<file path="src/rtl/ledwalk_ctrl.sv">
// ledwalk_ctrl: command-driven 8-bit LED walker with prescaled step timing.
// Optional LEDWALK_DONE_IRQ_EN adds o_done, a one-cycle pulse at the end of each full pass.
module ledwalk_ctrl #(
  parameter int BASE_DIV = 1_200_000,
  parameter logic [7:0] RATE_RST = 8'd9,
  parameter int CNT_W = 32
) (
  input  logic       i_clk,
  input  logic       i_reset,
  input  logic       i_cmd_valid,
  output logic       o_cmd_ready,
  input  logic [1:0] i_cmd_op,
  input  logic [7:0] i_cmd_arg,
  output logic [7:0] o_led,
  output logic       o_busy,
`ifdef LEDWALK_DONE_IRQ_EN
  output logic       o_done,
`endif
  output logic [1:0] o_state
);
  typedef enum logic [1:0] {S_IDLE = 2'b00, S_RUN = 2'b01, S_PAUSED = 2'b10} state_t;
  localparam logic [1:0] OP_STOP = 2'b00, OP_START = 2'b01, OP_PAUSE = 2'b10, OP_RATE = 2'b11;
  localparam logic [1:0] M_WRAP = 2'b01, M_ONESHOT = 2'b10;
  state_t state_q, state_d;
  logic [1:0] mode_q, mode_d;
  logic [3:0] idx_q, idx_d, led_pos;
  logic [7:0] rate_q, rate_d, led_q, led_d;
  logic [CNT_W-1:0] cnt_q, cnt_d, reload;
  logic ready_q, busy_q, accept, cmd_win, tick, pass_end;
  assign accept = i_cmd_valid && ready_q;
  assign cmd_win = accept && i_cmd_op != OP_RATE;
  assign tick = state_q == S_RUN && cnt_q == '0;
  assign reload = (CNT_W'(rate_q) + CNT_W'(1)) * CNT_W'(BASE_DIV) - CNT_W'(1);
  // last index of a pass: 7 for WRAP/ONESHOT, 13 for BOUNCE and the reserved mode
  assign pass_end = tick && !cmd_win &&
                    (mode_q == M_WRAP || mode_q == M_ONESHOT ? idx_q == 4'd7 : idx_q == 4'd13);
  always_comb begin
    state_d = state_q;
    mode_d = mode_q;
    idx_d = idx_q;
    rate_d = rate_q;
    cnt_d = cnt_q;
    if (state_q == S_RUN) begin
      cnt_d = tick ? reload : cnt_q - CNT_W'(1);
      idx_d = pass_end ? 4'd0 : tick ? idx_q + 4'd1 : idx_q;
      state_d = pass_end && mode_q == M_ONESHOT ? S_IDLE : S_RUN;
    end
    if (accept) begin
      unique case (i_cmd_op)
        OP_STOP: begin
          state_d = S_IDLE;
          idx_d = 4'd0;
          cnt_d = cnt_q;
        end
        OP_START: begin
          state_d = S_RUN;
          idx_d = 4'd0;
          mode_d = i_cmd_arg[1:0];
          cnt_d = reload;
        end
        OP_PAUSE: begin
          state_d = state_q == S_RUN ? S_PAUSED : state_q == S_PAUSED ? S_RUN : S_IDLE;
          idx_d = idx_q;
          cnt_d = cnt_q;
        end
        OP_RATE: rate_d = i_cmd_arg;
      endcase
    end
    led_pos = idx_d < 4'd8 ? idx_d : 4'd14 - idx_d;
    led_d = state_d == S_IDLE ? 8'd0 : 8'd1 << led_pos[2:0];
  end
  always_ff @(posedge i_clk) begin
    if (i_reset) begin
      state_q <= S_IDLE;
      mode_q <= 2'b00;
      idx_q <= 4'd0;
      rate_q <= RATE_RST;
      cnt_q <= '0;
      led_q <= 8'd0;
      ready_q <= 1'b0;
      busy_q <= 1'b0;
    end else begin
      state_q <= state_d;
      mode_q <= mode_d;
      idx_q <= idx_d;
      rate_q <= rate_d;
      cnt_q <= cnt_d;
      led_q <= led_d;
      ready_q <= 1'b1;
      busy_q <= state_d != S_IDLE;
    end
  end
`ifdef LEDWALK_DONE_IRQ_EN
  logic done_q;
  always_ff @(posedge i_clk) begin
    if (i_reset) done_q <= 1'b0;
    else done_q <= pass_end;
  end
  assign o_done = done_q;
`endif
  assign o_cmd_ready = ready_q;
  assign o_led = led_q;
  assign o_busy = busy_q;
  assign o_state = state_q;
endmodule

</file>
<file path="config.mk">
export PLATFORM = sky130hd
export DESIGN_NAME = ledwalk_ctrl
export DESIGN_NICKNAME = d
export VERILOG_FILES = /design/src/rtl/ledwalk_ctrl.sv
export SDC_FILE = /design/constraint.sdc
export NUM_CORES = 1
export LEC_CHECK = 0
export CELL_PAD_IN_SITES_DETAIL_PLACEMENT = 0
export CELL_PAD_IN_SITES_GLOBAL_PLACEMENT = 1
export CORE_MARGIN = 2
export CORE_UTILIZATION = 47
export CTS_CLUSTER_SIZE = 40
export DETAILED_ROUTE_END_ITERATION = 10
export PLACE_DENSITY_LB_ADDON = 0.1
export REMOVE_ABC_BUFFERS = 1
export SYNTH_ARGS = -nofsm -noshare
export SYNTH_HDL_FRONTEND = slang
export SYNTH_SLANG_ARGS = --single-unit
</file>
<file path="constraint.sdc">
create_clock -name i_clk -period 8.7 [get_ports i_clk]
set_input_delay 1.74 -clock i_clk [delete_from_list [all_inputs] [get_ports i_clk]]
set_output_delay 1.74 -clock i_clk [all_outputs]
set_load 0.02 [all_outputs]
</file>
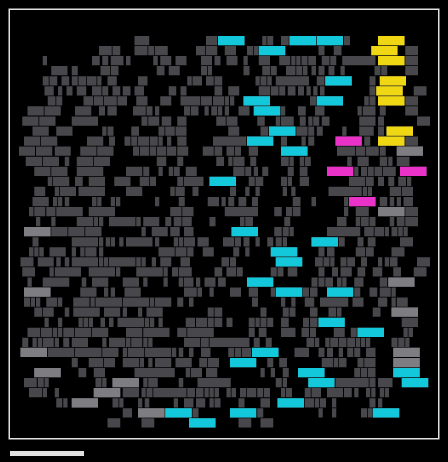
Fig. 1. Sequential cells grouped by signal name.
Bar = 20 µm.
cnt_q: shown in cyan, placed flops 32. idx_q: shown in magenta, placed flops 4. o_led: shown in yellow, placed flops 8, where upper right.

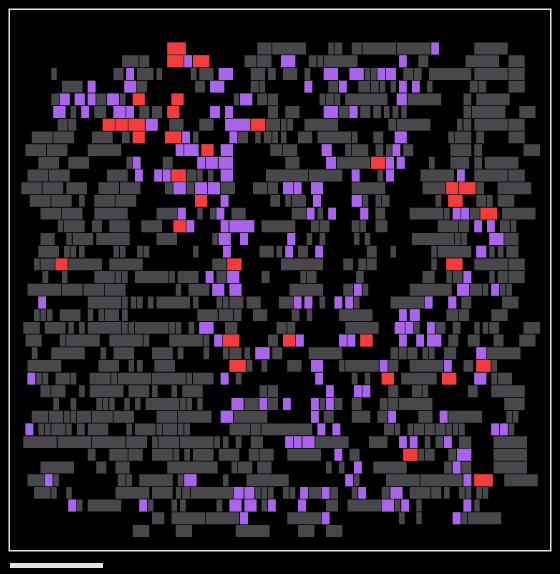
Fig. 2. Gate-type map.
Bar = 20 µm.
AND-OR and OR-AND gates: shown in red, cells 33, most used a21o_1. inverting AOI/OAI gates: shown in purple, cells 170, most used a21oi_1.
logic share of the area: 0.6579
Non-Filler Instances: 953
most used logic cell in the final layout: inv_1

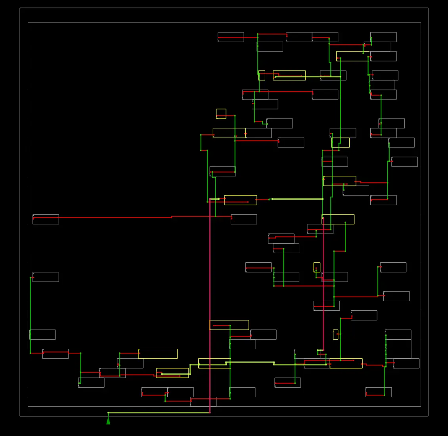
Fig. 3. Clock wiring as the flow saved it.
flop count: 58
CTS Sinks: 58
worst skew pair latency: 330 ps

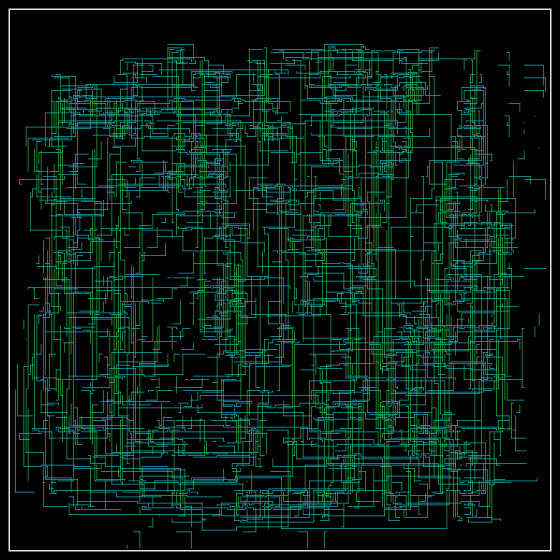
Fig. 4. Metal layers overlaid.
Only two layers are drawn.
met1: shown in cyan, wire length 6880 µm. met2: shown in green, wire length 7580 µm.
total track usage: 0.2424
WL final: 15.37 mm
drt wl/cell: 16.13 µm
routed via count: 5522

==> results_slide.txt <==
Run Summary

Min path
  – Hold wc startpoint: cnt_q[19]
  – WHS Endpoint: cnt_q[19]
  – Hold Path Depth: 2

Timing
  – Final Slew Violations: 0
  – Skew final: 6.410 ps
  – Clock period minus worst slack: 7195 ps
  – Fin crit share: 0.8270
  – Final Hold Viols: 0
  – Worst slew pin tran: 965.6 ps
  – Relative slew slack: 0.3396
  – RSZ-0062 raised after global routing: no
  – Final WS setup: 1505 ps
  – TNS Setup: 0 ps
  – # setup viols final: 0
  – Fmax: 0.1390 GHz

Power
  – Leak: 0.002818 µW
  – VDD IR max: 84.14 µV
  – Internal power: 670.7 µW
  – Total power: 1038 µW
  – NetSw: 367.2 µW
  – Switching Share: 0.3538
  – Combinational fraction of design power: 0.345
  – Sequential share of power: 0.281
  – Clock power frac: 0.374
  – Pwr/cell area: 158.3 mW/mm²

Placement
  – Gp weighted congestion: 0.8644
  – Pre-CTS WS: 1568 ps
  – HPWL Detailed: 11.83 mm
  – Port bufs: 24

Yosys
  – Yosys stat area: 0.005864 mm²
  – Synth flops: 58
  – Number of enable flip-flop cells: 0
  – MUX share of area: 0.01259
  – Unique masters post-synth: 66
  – Yosys xor share: 0.05078
  – Synth Seq Share: 0.1980
  – Asr flop ratio synth: 0
  – Synth Area in Adders: 0.2108
  – Top logic family: simple AND/OR/NAND/NOR gates
  – Largest area contributor in the netlist: dfxtp_1
  – Syn_area_per_cell: 7.626 µm²
  – Area leader share: 0.1980
  – Yosys Warn Count: 0
  – Top cells, area: dfxtp_1 (20%), ha_1 (13%), fa_1 (7.9%)
  – Post-synthesis cell count: 769
  – Number of standard cells reported by yosys: 769
  – AO/OA Area Share: 0.2215
  – Main synth FF type: dfxtp_1

Critical path
  – Critical path's slowest cell: a2111oi_0
  – Cell count of the worst reg-to-reg path: 22
  – CP max FO: 8
  – CP Class: reg -> reg
  – Crit path capture: cnt_q[29]
  – Reg-to-Reg End: cnt_q[29]
  – Cell family with most CP delay: adder cells
  – CP Launch Type: flop
  – Worst path required time: 8910 ps
  – Cell Chain, Critical Path: ha_1 -> nand3_1 -> nor2_1 -> nand2_1 -> xnor2_1 -> inv_1 -> fa_1 -> xor2_1 -> ha_1 -> inv_1 -> fa_1 -> fa_1 -> inv_1 -> ha_1 -> a2111oi_0 -> o21ai_1 -> and4_1 -> a2111oi_0 -> a211oi_1 -> nand4_1 -> xnor2_1 -> a2111oi_0
  – Flop2flop setup slack: 1510 ps
  – WP data arrival: 7410 ps
  – Worst Path Buf+Inv: 3
  – Crit. End Element: flop
  – Stages on worst setup path: 22

GRT
  – Vias in the first global route: 5306
  – First-pass GRT wire length: 25.61 mm
  – Remaining global-route overflow: 0
  – Initial antenna violation count: 0
  – Largest net degree at the start of global routing: 42

Layout
  – Layout cells sized above 1: 0.05478
  – Layout Nets: 878
  – Area Growth Syn to Fin: 11.82%
  – Commonest cells after routing, fill and taps aside: inv_1 (74), nand2_1 (70), nor2_1 (65)
  – N_diodes: 0

Clock tree
  – CTS Buffer Depth: 2
  – Hold_buf cts: 0
  – CTS tree: done
  – H-tree levels: 3
  – Post-CTS resize count: 0
  – CTS Root Cell: clkbuf_16
  – Postcts setup bufs: 0

Die
  – FP Core Util: 0.4842
  – Die X: 115.7 µm
  – Die Height: 115.7 µm
  – FP Rows: 40
  – Core area: 0.01211 mm²
  – DIE AREA: 0.01339 mm²
  – # IOs: 25

Routing
  – ANT nets after route: 0
  – Initial detailed-routing violation count: 380
  – DRC: 0
  – Via density: 5.794

Run
  – Tool Warnings: 27
  – Max Cap Violations: 0

Status
  – Status: complete, no violations
metal layers:
layer / global-route usage / vias to the layer above / wire length, µm
met5: 0 / - / 0
met4: 0.08492 / 0 / 274
met3: 0.05282 / 16 / 637
met2: 0.4359 / 113 / 7577
met1: 0.2845 / 2620 / 6883
li1: - / 2773 / -
power groups by stage:
stage | Combinational [µW] | Clock [µW] | Sequential [µW]
after CTS | 357 | 393 | 291
after global placement | 348 | 0 | 296
final | 358 | 388 | 291
after global routing | 407 | 406 | 293
after floorplan | 274 | 0 | 294
after detailed placement | 354 | 0 | 297
cell usage after synthesis, drive strengths merged (7+ instances only):
master and n:
a21oi 60, and3 9, nand2 70, o211ai 8, inv 74, xor2 16, ha 62, and2 8
or3 13, xnor2 18, fa 23, nor2 66, clkbuf 25, nand3 15, a21o 9, nor3 32
a211oi 13, nor4 18, dfxtp 58, o21ai 51, a31oi 10, nand4 10, or2 7
flip-flops by register name, summed over array words and instances, names as in the netlist:
| name | flops |
|---|---|
| cnt_q | 32 |
| o_led | 8 |
| rate_q | 8 |
| idx_q | 4 |
| mode_q | 2 |
| o_state | 2 |
| o_busy | 1 |
| o_cmd_ready | 1 |
metrics by stage:
step	hold WS, ps	utilization	area, µm²	instances
2_1_floorplan	420.4	-	5757	741
3_3_place_gp	441.4	0.5150	6237	937
3_5_place_dp	453.4	0.5150	6237	937
4_1_cts	461.4	0.5414	6558	953
5_1_grt	469.2	0.5414	6558	953
6_report	458.6	0.5414	6558	953
area by class of cell:
cell class	count	area, µm²
Sequential cell	58	1161
Inverter	75	281.5
Clock buffer	11	242.7
Fill cell	1196	5554
Tap cell	168	210.2
Clock inverter	5	77.57
Multi-Input combinational cell	608	4314
Timing Repair Buffer	28	270.3
Power and IR drop assume default switching activity.
